--- src/rtl/bcd_mod_counter_7seg.sv ---
// Two-digit BCD modulo counter with prescaler, up/down stepping, validated load
// and dual 7-segment decode of the registered digits.
module bcd_mod_counter_7seg #(
  parameter int unsigned MODULUS        = 60,
  parameter int unsigned PRESCALE       = 1,
  parameter bit          SEG_ACTIVE_LOW = 1'b1
) (
  input  logic       clk,
  input  logic       reset_n,
  input  logic       enable_n,
  input  logic       up,
  input  logic       clear,
  input  logic       load,
  input  logic [3:0] load_tens,
  input  logic [3:0] load_units,
  output logic [3:0] tens,
  output logic [3:0] units,
  output logic       carry,
  output logic       load_err,
  output logic [6:0] seg_tens,
  output logic [6:0] seg_units
);

  localparam int unsigned     PRE_W     = (PRESCALE > 1) ? $clog2(PRESCALE) : 1;
  localparam logic [PRE_W-1:0] PRE_LAST = PRE_W'(PRESCALE - 1);
  localparam logic [3:0]      MAX_TENS  = 4'((MODULUS - 1) / 10);
  localparam logic [3:0]      MAX_UNITS = 4'((MODULUS - 1) % 10);
  localparam logic [7:0]      MOD_VAL   = 8'(MODULUS);

  // Reject illegal configurations at elaboration
  generate
    if (MODULUS < 2 || MODULUS > 100) begin : g_bad_modulus
      $error("bcd_mod_counter_7seg: MODULUS must be in 2..100");
    end
    if (PRESCALE < 1) begin : g_bad_prescale
      $error("bcd_mod_counter_7seg: PRESCALE must be >= 1");
    end
  endgenerate

  logic [PRE_W-1:0] prescale;
  logic [3:0]       step_tens;
  logic [3:0]       step_units;
  logic             step_wrap;
  logic [7:0]       load_value;
  logic             load_valid;

  // Next digits for one up/down step, with wrap/borrow detection
  always_comb begin
    step_tens  = tens;
    step_units = units;
    step_wrap  = 1'b0;
    if (up) begin
      if (tens == MAX_TENS && units == MAX_UNITS) begin
        step_tens  = 4'd0;
        step_units = 4'd0;
        step_wrap  = 1'b1;
      end else if (units == 4'd9) begin
        step_units = 4'd0;
        step_tens  = tens + 4'd1;
      end else begin
        step_units = units + 4'd1;
      end
    end else begin
      if (tens == 4'd0 && units == 4'd0) begin
        step_tens  = MAX_TENS;
        step_units = MAX_UNITS;
        step_wrap  = 1'b1;
      end else if (units == 4'd0) begin
        step_units = 4'd9;
        step_tens  = tens - 4'd1;
      end else begin
        step_units = units - 4'd1;
      end
    end
  end

  always_comb begin
    load_value = 8'(load_tens) * 8'd10 + 8'(load_units);
    load_valid = (load_tens <= 4'd9) && (load_units <= 4'd9) && (load_value < MOD_VAL);
  end

  // Count state; pulses default low and are raised only on the qualifying edge
  always_ff @(posedge clk or negedge reset_n) begin
    if (!reset_n) begin
      tens     <= 4'd0;
      units    <= 4'd0;
      prescale <= '0;
      carry    <= 1'b0;
      load_err <= 1'b0;
    end else begin
      carry    <= 1'b0;
      load_err <= 1'b0;
      if (clear) begin
        tens     <= 4'd0;
        units    <= 4'd0;
        prescale <= '0;
      end else if (load) begin
        if (load_valid) begin
          tens     <= load_tens;
          units    <= load_units;
          prescale <= '0;
        end else begin
          load_err <= 1'b1;
        end
      end else if (!enable_n) begin
        if (prescale == PRE_LAST) begin
          prescale <= '0;
          tens     <= step_tens;
          units    <= step_units;
          carry    <= step_wrap;
        end else begin
          prescale <= prescale + PRE_W'(1);
        end
      end
    end
  end

  function automatic logic [6:0] seg_decode(input logic [3:0] digit);
    case (digit)
      4'd0:    return 7'h3F;
      4'd1:    return 7'h06;
      4'd2:    return 7'h5B;
      4'd3:    return 7'h4F;
      4'd4:    return 7'h66;
      4'd5:    return 7'h6D;
      4'd6:    return 7'h7D;
      4'd7:    return 7'h07;
      4'd8:    return 7'h7F;
      4'd9:    return 7'h6F;
      default: return 7'h00;
    endcase
  endfunction

  // Display drive follows the registered digits with no added latency
  always_comb begin
    seg_tens  = seg_decode(tens);
    seg_units = seg_decode(units);
    if (SEG_ACTIVE_LOW) begin
      seg_tens  = ~seg_tens;
      seg_units = ~seg_units;
    end
  end

endmodule

--- config.mk ---
export PLATFORM = sky130hd
export DESIGN_NAME = bcd_mod_counter_7seg
export DESIGN_NICKNAME = d
export VERILOG_FILES = /design/src/rtl/bcd_mod_counter_7seg.sv
export SDC_FILE = /design/constraint.sdc
export NUM_CORES = 1
export LEC_CHECK = 0
export CORE_MARGIN = 8
export CORE_UTILIZATION = 49
export CTS_CLUSTER_DIAMETER = 150
export DETAILED_ROUTE_END_ITERATION = 12
export PLACE_DENSITY = 0.88
export RECOVER_POWER = 25
export SLEW_MARGIN = 10
export SYNTH_ARGS = -nofsm -noshare
export SYNTH_HDL_FRONTEND = slang
export SYNTH_SLANG_ARGS = --single-unit
--- constraint.sdc ---
create_clock -name clk -period 2.97 [get_ports clk]
set_clock_uncertainty 0.15 [all_clocks]
set_input_delay 0.891 -clock clk [delete_from_list [all_inputs] [get_ports clk]]
set_output_delay 0.891 -clock clk [all_outputs]
set_load 0.01 [all_outputs]
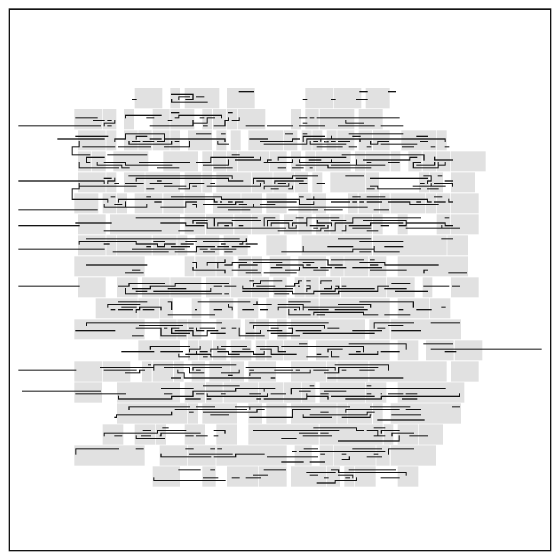
m1.png
- share of all routed wire: 43%
- nets with wire on the layer: 248
- wire length on this layer: 1980 um
total wire length: 4.621 mm
vias post-DR: 1605
Global Route met1 Usage: 21.16%

==> git commit body <==
Update PnR metrics after Yosys + OpenROAD run

- Maximum buffer depth of the clock tree: 2
- Outcome: finished, violations left
- Top cells, area: dfrtp_1 (18%), ha_1 (14%), a21oi_1 (6.0%)
- The first detailed-routing pass ran for 4 iterations.
* Number of enable-type register cells in the synthesized netlist: 0
- Core Util at FP: just over 50%
- Sequential share of cell area: 11.71%
* Yosys warns: 0
* Failing checks: negative setup slack
- Once synthesis finished, the tally of register bits stood at 10.
- Max-cap violation count: 0
* Multi-input gate count: between 150 and 200
* Power density over cell area: roughly 460 nW/um^2
- For reference, the most critical setup path is categorized as in -> reg.
* Via count of the first global-routing pass: between 1.5k and 2k
* LEAKAGE: ~0.98 nW
- Critical path peak fanout: 4
* Number of setup violations in the final report: 9
- The layout report lists the combined flip-flop and latch area as 251.5 um^2.
* Area share of xor/xnor cells in the synthesized design: 6.063%
- The number of antenna violations at the first check in global routing came to 0.
- The cell family contributing the most delay on the critical path is adder cells.
- Area fraction in and, or, nand and nor cells after synthesis: around 23%
- TAP cells: 31
- A synthesized cell averages around 7.7 um^2.
- Arrival time reported for the critical path endpoint: between 3 and 4 ns
- STA shows the worst reg2reg path with a cell count of 9.
- TritonRoute output was used to compute an average wire per cell of approximately 17 um.
- Multiplexer cells account for around 5.2% of the synthesized area.
- Max incr delay on CP: between 0.5 and 0.6 ns
- Final worst slack: -0.3452 ns
- Sequential cells placed in the final layout were counted as 10.
- The total overflow left after global routing is 0.
- Headroom to the max-slew limit: 64.80%
- Counting every net in the synthesized netlist gives 216.
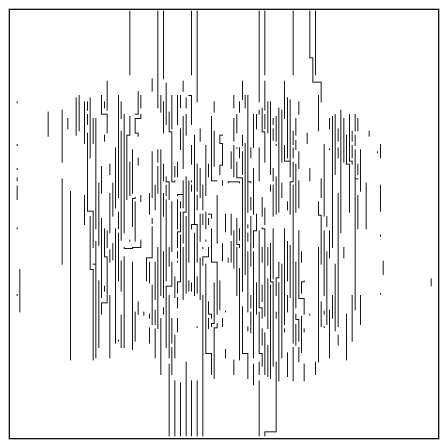
m2.png
- share of all routed wire: 48%
- nets with wire on the layer: 232
met2 demand-to-capacity share in global routing: 30.36%

flip-flops by register name, summed over array words and instances (netlist names):
signal	count
carry	1
tens	4
units	4
load_err	1
timing repair:
action,in CTS,in global routing
pin swaps,13,3
gates resized,43,8
setup buffers,3,1
setup endpoints to repair,16,13
worst register-to-register path, cell delays in order, from the launching register on:
cell and delay [ns]:
dfrtp_1 0.41, inv_1 0.15, ha_1 0.23, nor4b_1 0.33, buf_4 0.21, nand3_1 0.08, a21oi_1 0.23, nor3_1 0.11
a22oi_1 0.18, o211ai_1 0.11
how the worst max path moves through the flow:
stage	start	end	slack, ns	depth (start not counted)
2_1_floorplan	load_tens[1]	units[1]$_DFFE_PN0P_	-0.31	8
3_3_place_gp	load_tens[1]	units[3]$_DFFE_PN0P_	-0.88	9
3_5_place_dp	load_tens[1]	units[1]$_DFFE_PN0P_	-1.04	10
4_1_cts	load_tens[3]	tens[0]$_DFFE_PN0P_	-0.29	10
5_1_grt	load_tens[3]	tens[0]$_DFFE_PN0P_	-0.38	11
6_report	load_tens[3]	units[3]$_DFFE_PN0P_	-0.35	11
per-stage QoR:
step                utilization (%)  setup TNS, ns  hold WS (ns)  std cells  instance area [um^2]
floorplan                         -         -1.685        0.4454        184                  1451
finish                        77.86         -2.426        0.4646        273                  2147
detailed placement            72.41         -8.407        0.5030        266                  1997
global route                  77.86         -2.873        0.5258        273                  2147
CTS                           76.63         -2.069        0.5275        272                  2113
global placement              72.41         -7.166        0.4722        266                  1997
cell families after synthesis:
| family | Yosys count |
|---|---|
| AND/OR/NAND/NOR | 65 |
| AND-OR/OR-AND | 54 |
| buffers and inverters | 21 |
| adder cells (fa/ha/maj) | 18 |
| flip-flops | 10 |
| XOR/XNOR | 9 |
| multiplexers | 7 |
per-layer routing:
metal | vias up | global-route usage [%] | routed length [um]
met1 | 753 | 21.16 | 1982
li1 | 776 | - | -
met2 | 62 | 30.36 | 2225
met5 | - | 0 | 0
met3 | 14 | 4.944 | 299
met4 | 0 | 4.464 | 114
where the power goes:
part / switching [mW] / internal [mW] / leakage (nW) / total, mW
combinational: 0.352 / 0.344 / 0.835 / 0.696
clock: 0.0464 / 0.0468 / 0.0138 / 0.0932
sequential: 0.0362 / 0.156 / 0.129 / 0.193
total: 0.434 / 0.548 / 0.978 / 0.982
Yosys cell counts (2+ instances only):
| master | number |
|---|---|
| ha_1 | 16 |
| dfrtp_1 | 10 |
| mux2i_1 | 4 |
| a22oi_1 | 2 |
| or2_2 | 3 |
| nand4_1 | 2 |
| nor3_1 | 3 |
| clkbuf_1 | 7 |
| nand3_1 | 5 |
| nand2_1 | 19 |
| xor2_1 | 7 |
| buf_2 | 2 |
| nor2_1 | 20 |
| a21oi_1 | 17 |
| nor2b_1 | 3 |
| fa_1 | 2 |
| a31oi_1 | 2 |
| o31ai_1 | 2 |
| inv_1 | 11 |
| nand2b_1 | 2 |
| mux2_1 | 2 |
| o21ai_0 | 17 |
No activity file was given, so power comes from the tool's default toggle rates.
